File: src/rtl/multi_cnt_bus.sv
// multi_cnt_bus: chan_p bus-programmable event counters with wrap/saturate, limit, sticky hit and combined irq
module multi_cnt_bus #(
    parameter int width_p = 10,
    parameter int chan_p  = 4
) (
    input  logic                      main_clk_i,
    input  logic                      main_rst_an_i,
    input  logic [1:0]                bus_trans_i,
    input  logic [31:0]               bus_addr_i,
    input  logic                      bus_write_i,
    input  logic [31:0]               bus_wdata_i,
    output logic                      bus_ready_o,
    output logic                      bus_resp_o,
    output logic [31:0]               bus_rdata_o,
    input  logic [chan_p-1:0]         evt_i,
    output logic [chan_p*width_p-1:0] cnt_o,
    output logic                      irq_o
);
    typedef enum logic {IDLE, RESP} state_t;
    state_t             r_state;
    logic [width_p-1:0] r_cnt   [chan_p];
    logic [width_p-1:0] r_limit [chan_p];
    logic [3:0]         r_ctrl  [chan_p];
    logic [chan_p-1:0]  r_hit;
    logic               r_irq;
    logic               w_req, w_err, w_wr, w_unused;
    logic [3:0]         w_ch;
    logic [1:0]         w_reg;
    logic [31:0]        w_rdata;
    logic [width_p-1:0] w_next  [chan_p];
    logic [chan_p-1:0]  w_sel, w_act, w_set, w_irq_en;

    assign w_unused = ^bus_wdata_i;
    assign irq_o    = r_irq;

    // bus request decode, address check and read-data mux
    always_comb begin
        w_req   = (r_state == IDLE) && (bus_trans_i != 2'b00);
        w_err   = (bus_addr_i[1:0] != 2'b00) || (bus_addr_i >= 32'(16 * chan_p));
        w_wr    = w_req && bus_write_i && !w_err;
        w_ch    = bus_addr_i[7:4];
        w_reg   = bus_addr_i[3:2];
        w_rdata = '0;
        w_sel   = '0;
        for (int c = 0; c < chan_p; c++) begin
            w_sel[c] = w_wr && (w_ch == 4'(c));
            if (w_ch == 4'(c))
                w_rdata = w_reg == 2'd0 ? 32'(r_cnt[c]) :
                          w_reg == 2'd1 ? 32'(r_ctrl[c]) :
                          w_reg == 2'd2 ? 32'(r_limit[c]) : 32'(r_hit[c]);
        end
    end

    // per-channel next count and hit-set; a CNT write in the same cycle swallows the event
    always_comb begin
        for (int c = 0; c < chan_p; c++) begin
            w_act[c]    = r_ctrl[c][0] && evt_i[c] && !(w_sel[c] && w_reg == 2'd0);
            w_irq_en[c] = r_ctrl[c][3];
            cnt_o[c*width_p +: width_p] = r_cnt[c];
            if (r_ctrl[c][2]) begin
                w_next[c] = (r_cnt[c] == '0) ? (r_ctrl[c][1] ? r_cnt[c] : r_limit[c]) : r_cnt[c] - width_p'(1);
                w_set[c]  = w_act[c] && ((r_cnt[c] == '0) ? !r_ctrl[c][1] : r_cnt[c] == width_p'(1));
            end else begin
                w_next[c] = (r_cnt[c] == r_limit[c]) ? (r_ctrl[c][1] ? r_cnt[c] : '0) : r_cnt[c] + width_p'(1);
                w_set[c]  = w_act[c] && ((r_cnt[c] == r_limit[c]) ? !r_ctrl[c][1] : (r_cnt[c] + width_p'(1)) == r_limit[c]);
            end
        end
    end

    // bus FSM: accept in IDLE, answer for exactly one cycle in RESP
    always_ff @(posedge main_clk_i or negedge main_rst_an_i) begin
        if (!main_rst_an_i) begin
            r_state     <= IDLE;
            bus_ready_o <= 1'b0;
            bus_resp_o  <= 1'b0;
            bus_rdata_o <= '0;
        end else if (r_state == IDLE) begin
            r_state     <= w_req ? RESP : IDLE;
            bus_ready_o <= w_req;
            bus_resp_o  <= w_req && w_err;
            bus_rdata_o <= (w_req && !w_err && !bus_write_i) ? w_rdata : '0;
        end else begin
            r_state     <= IDLE;
            bus_ready_o <= 1'b0;
            bus_resp_o  <= 1'b0;
            bus_rdata_o <= '0;
        end
    end

    // channel registers: bus writes, counting and sticky hit where set beats W1C
    always_ff @(posedge main_clk_i or negedge main_rst_an_i) begin
        if (!main_rst_an_i) begin
            for (int c = 0; c < chan_p; c++) begin
                r_cnt[c]   <= '0;
                r_ctrl[c]  <= '0;
                r_limit[c] <= '1;
            end
            r_hit <= '0;
        end else begin
            for (int c = 0; c < chan_p; c++) begin
                if (w_sel[c] && w_reg == 2'd0)
                    r_cnt[c] <= bus_wdata_i[width_p-1:0];
                else if (w_act[c])
                    r_cnt[c] <= w_next[c];
                if (w_sel[c] && w_reg == 2'd1)
                    r_ctrl[c] <= bus_wdata_i[3:0];
                if (w_sel[c] && w_reg == 2'd2)
                    r_limit[c] <= bus_wdata_i[width_p-1:0];
                r_hit[c] <= w_set[c] || (r_hit[c] && !(w_sel[c] && w_reg == 2'd3 && bus_wdata_i[0]));
            end
        end
    end

    // combined interrupt, registered one cycle behind the hit flags
    always_ff @(posedge main_clk_i or negedge main_rst_an_i) begin
        if (!main_rst_an_i)
            r_irq <= 1'b0;
        else
            r_irq <= |(r_hit & w_irq_en);
    end
endmodule

File: config.mk
export PLATFORM = sky130hd
export DESIGN_NAME = multi_cnt_bus
export DESIGN_NICKNAME = d
export VERILOG_FILES = /design/src/rtl/multi_cnt_bus.sv
export SDC_FILE = /design/constraint.sdc
export NUM_CORES = 1
export LEC_CHECK = 0
export ABC_AREA = 1
export ABC_CLOCK_PERIOD_IN_PS = 1900
export CAP_MARGIN = 15
export CORE_MARGIN = 5
export CORE_UTILIZATION = 50
export CTS_BUF_LIST = sky130_fd_sc_hd__clkbuf_2 sky130_fd_sc_hd__clkbuf_4 sky130_fd_sc_hd__clkbuf_8
export DETAILED_ROUTE_END_ITERATION = 8
export PLACE_DENSITY = 0.85
export SLEW_MARGIN = 20
export SYNTH_ARGS = -nofsm -noshare
export SYNTH_HDL_FRONTEND = slang
export SYNTH_SLANG_ARGS = --single-unit
File: constraint.sdc
create_clock -name main_clk_i -period 1.9 [get_ports main_clk_i]
set_input_delay 0.285 -clock main_clk_i [delete_from_list [all_inputs] [get_ports main_clk_i]]
set_output_delay 0.285 -clock main_clk_i [all_outputs]
set_load 0.05 [all_outputs]
==> flow_metrics.py <==
# Auto-generated metrics
metrics = {
    "outcome": {
        "outcome": "finished, final reports clean",
    },
    "clock_tree": {
        "clkSinkCount": 113,
        "clk_latency_ns": 0.47,
        "max-clock-path-buffers": 2,
        "path_clk_slew_ns": 0.08,
    },
    "setup_path": {
        "cp.required_ns": 2.32,
        "end_kind": "flop",
        "reg2reg_from": "cnt_o[30]",
        "crit_path_frequent_cell": "nand2_1",
        "r2r_end": "r_hit[3]",
        "ff2ff_setup_slack_ns": 0.04,
        "worst_ep_arrival_time_ns": 2.28,
    },
    "synthesis": {
        "avgSynthCellArea_um2": 6.38,
        "yosys_cells": 1546,
        "top_area_cell": "nand2_1",
        "yosys-top-cells-area": "nand2_1 (21%), dfrtp_1 (19%), dfstp_2 (11%)",
        "edf_count": 0,
        "common_cells": "nand2_1 (544), o21ai_0 (140), nand3_1 (129)",
        "postSynthSeqShare_pct": 29.2,
        "top_cell_area_share_pct": 20.7,
        "yosysMostFrequentCell": "nand2_1",
        "synth_cell_type_count": 54,
        "async_flop_share_pct": 100,
    },
    "cells_and_area": {
        "clockBufferCount": 17,
        "drive_gt1_share_pct": 27.6,
        "comb_share_pct": 47.4,
        "areaGrowthSynthToFinish_pct": 35.9,
        "clock_tree_area_fraction_pct": 2.96,
        "bufAreaShareNonClock_pct": 21.2,
        "logic_gates": 1230,
        "signal_buffers": 336,
        "fin_nets": 1928,
        "n_antenna_cell": 0,
    },
    "global_route": {
        "first_global_vias": 11200,
        "met2_usage_pct": 52.3,
        "grt_usage_pct": 32.9,
        "grt_use_met3_pct": 8.46,
        "grt_pass1_wl_um": 57900,
        "grt.overflow.total": 0,
        "antenna_found_initial": 0,
        "grt.busiest_layer": "met2",
    },
    "run": {
        "drv_cap": 0,
    },
    "worst_hold_path": {
        "hold_class": "in2async",
    },
    "sta": {
        "min_period_ns": 1.86,
        "tightest_slew_ns": 0.640,
        "slew_headroom_pct": 57.3,
        "drv_slew": 0,
        "setup_tns_ns": 0,
        "hold_slack_ns": 0.409,
        "setup_viol": 0,
    },
    "routing": {
        "drc": 0,
        "avgRoutedWirePerCell_um": 17.9,
    },
    "die": {
        "pin_count": 148,
        "taps": 265,
        "die_w_um": 150,
        "coreArea_um2": 19500,
        "chipArea_um2": 22600,
    },
    "place": {
        "hpwl_um": 28500,
    },
    "power_and_ir_drop": {
        "ir_drop_uv": 505,
        "power_uw": 5390,
        "cellPowerDensity_nw_per_um2": 402,
    },
}
[report_power, final]
group / internal (µW) / total, µW / switching (µW)
clock: 1180 / 2340 / 1170
sequential: 2410 / 2410 / 2.00
combinational: 217 / 632 / 416
total: 3810 / 5390 / 1580
[worst max path at each step]
stage,startpoint,endpoint,slack [ns]
finish,cnt_o[30],r_hit[3],0.04
global route,bus_ready_o,cnt_o[19],-0.05
floorplan,cnt_o[7],cnt_o[7],0.006
CTS,irq_o,irq_o,0.0003
global placement,bus_trans_i[1],r_hit[1],-0.31
detailed placement,bus_addr_i[31],cnt_o[1],-0.35
[critical path: cells and delay by family (launching register included)]
kind	cells	cell delay, ns
AND/OR/NAND/NOR	10	1.06
buffers and inverters	1	0.15
adder cells (fa/ha/maj)	1	0.21
flip-flops	1	0.41
[sequential cells by signal (all words and copies together), names as in the netlist]
register,flops
bus_ready_o,1
cnt_o,40
r_limit,40
bus_rdata_o,10
r_hit,4
r_ctrl,16
irq_o,1
bus_resp_o,1
[what timing repair did]
action / 4_1_cts / 5_1_grt
gates cloned: 2 / 1
gates resized: 20 / 98
endpoints found under the setup margin: 33 / 58
pin swaps: 3 / 28
buffers inserted: 1 / 16
hold buffers: 1 / 0
hold endpoints to repair: 73 / 0
[per-layer routing]
layer | up-vias | share of wire (%)
met2 | 710 | 46
met4 | 0 | 4.6
met3 | 150 | 10
met5 | - | 0
met1 | 5438 | 39
li1 | 5589 | -
[cells by family (layout without fill, tap and decap cells)]
logic type,Yosys count,count (layout),synth area share (%)
AND/OR/NAND/NOR,899,900,40.2
AND-OR/OR-AND,248,248,14.1
buffers and inverters,225,513,10.7
flip-flops,113,113,29.2
XOR/XNOR,48,48,4.26
adder cells (fa/ha/maj),12,12,1.52
other,1,22,0.0380
### Congestion heat map

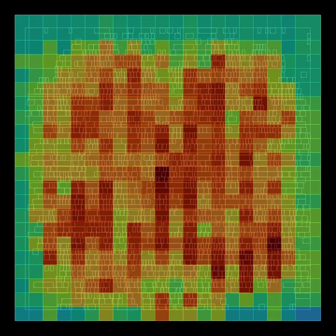
met1 GRT Util: 42.1%
Util after Layout: 68.9%

### Zoomed window

Region (55, 85) to (95, 125) µm. Cells in grey, sequential cells in the stronger grey; small squares are vias.
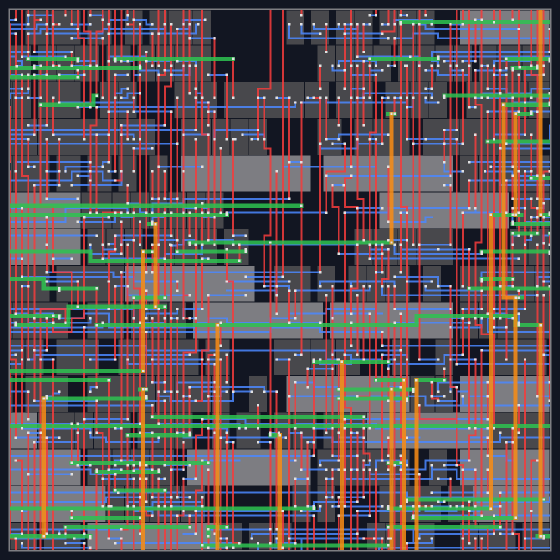
green -> metal 3
orange -> metal 4
red -> metal 2
blue -> metal 1
netlist names of flops here include = `r_limit` (8), `cnt_o` (6), `r_ctrl` (4)
sequential cells in the window = 18
cells with their middle in the window = 188
most frequent = nand2_1 (79), o21ai_0 (18), buf_4 (15)

### Selected gate families

Drawn at 3 px/µm.
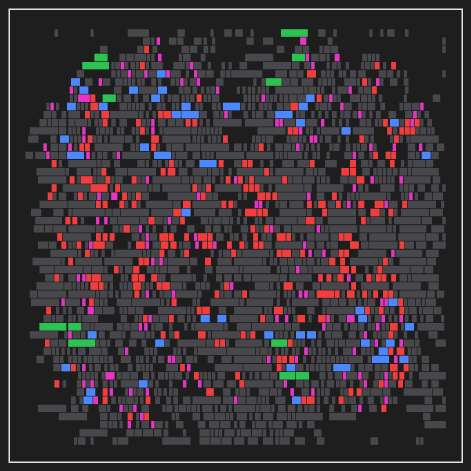
magenta -> inv cells  # cells 145, where spread over the die
blue -> xor and xnor cells  # cells 48, where spread over the die
red -> aoi and oai cells  # cells 247
green -> fa/ha/maj cells  # cells 12
fin cells: 2,121
Top cell excl fill/tap: nand2_1

### Register map, names as in the netlist

Drawn at 3 px/µm.
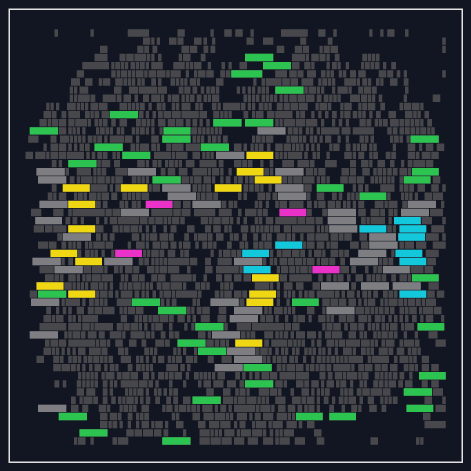
yellow -> `r_ctrl`  # sequential cells 16
cyan -> `bus_rdata_o`  # sequential cells 10, where east
green -> `cnt_o`  # sequential cells 40, where spread over the die
magenta -> `r_hit`  # sequential cells 4, where centre
not coloured = 43
Flop+latch power: 2410 µW
Seq/total area: 21.7%
Reg area: 2920 µm²

Power figures rest on the tool's default switching activity, not on a simulated workload.
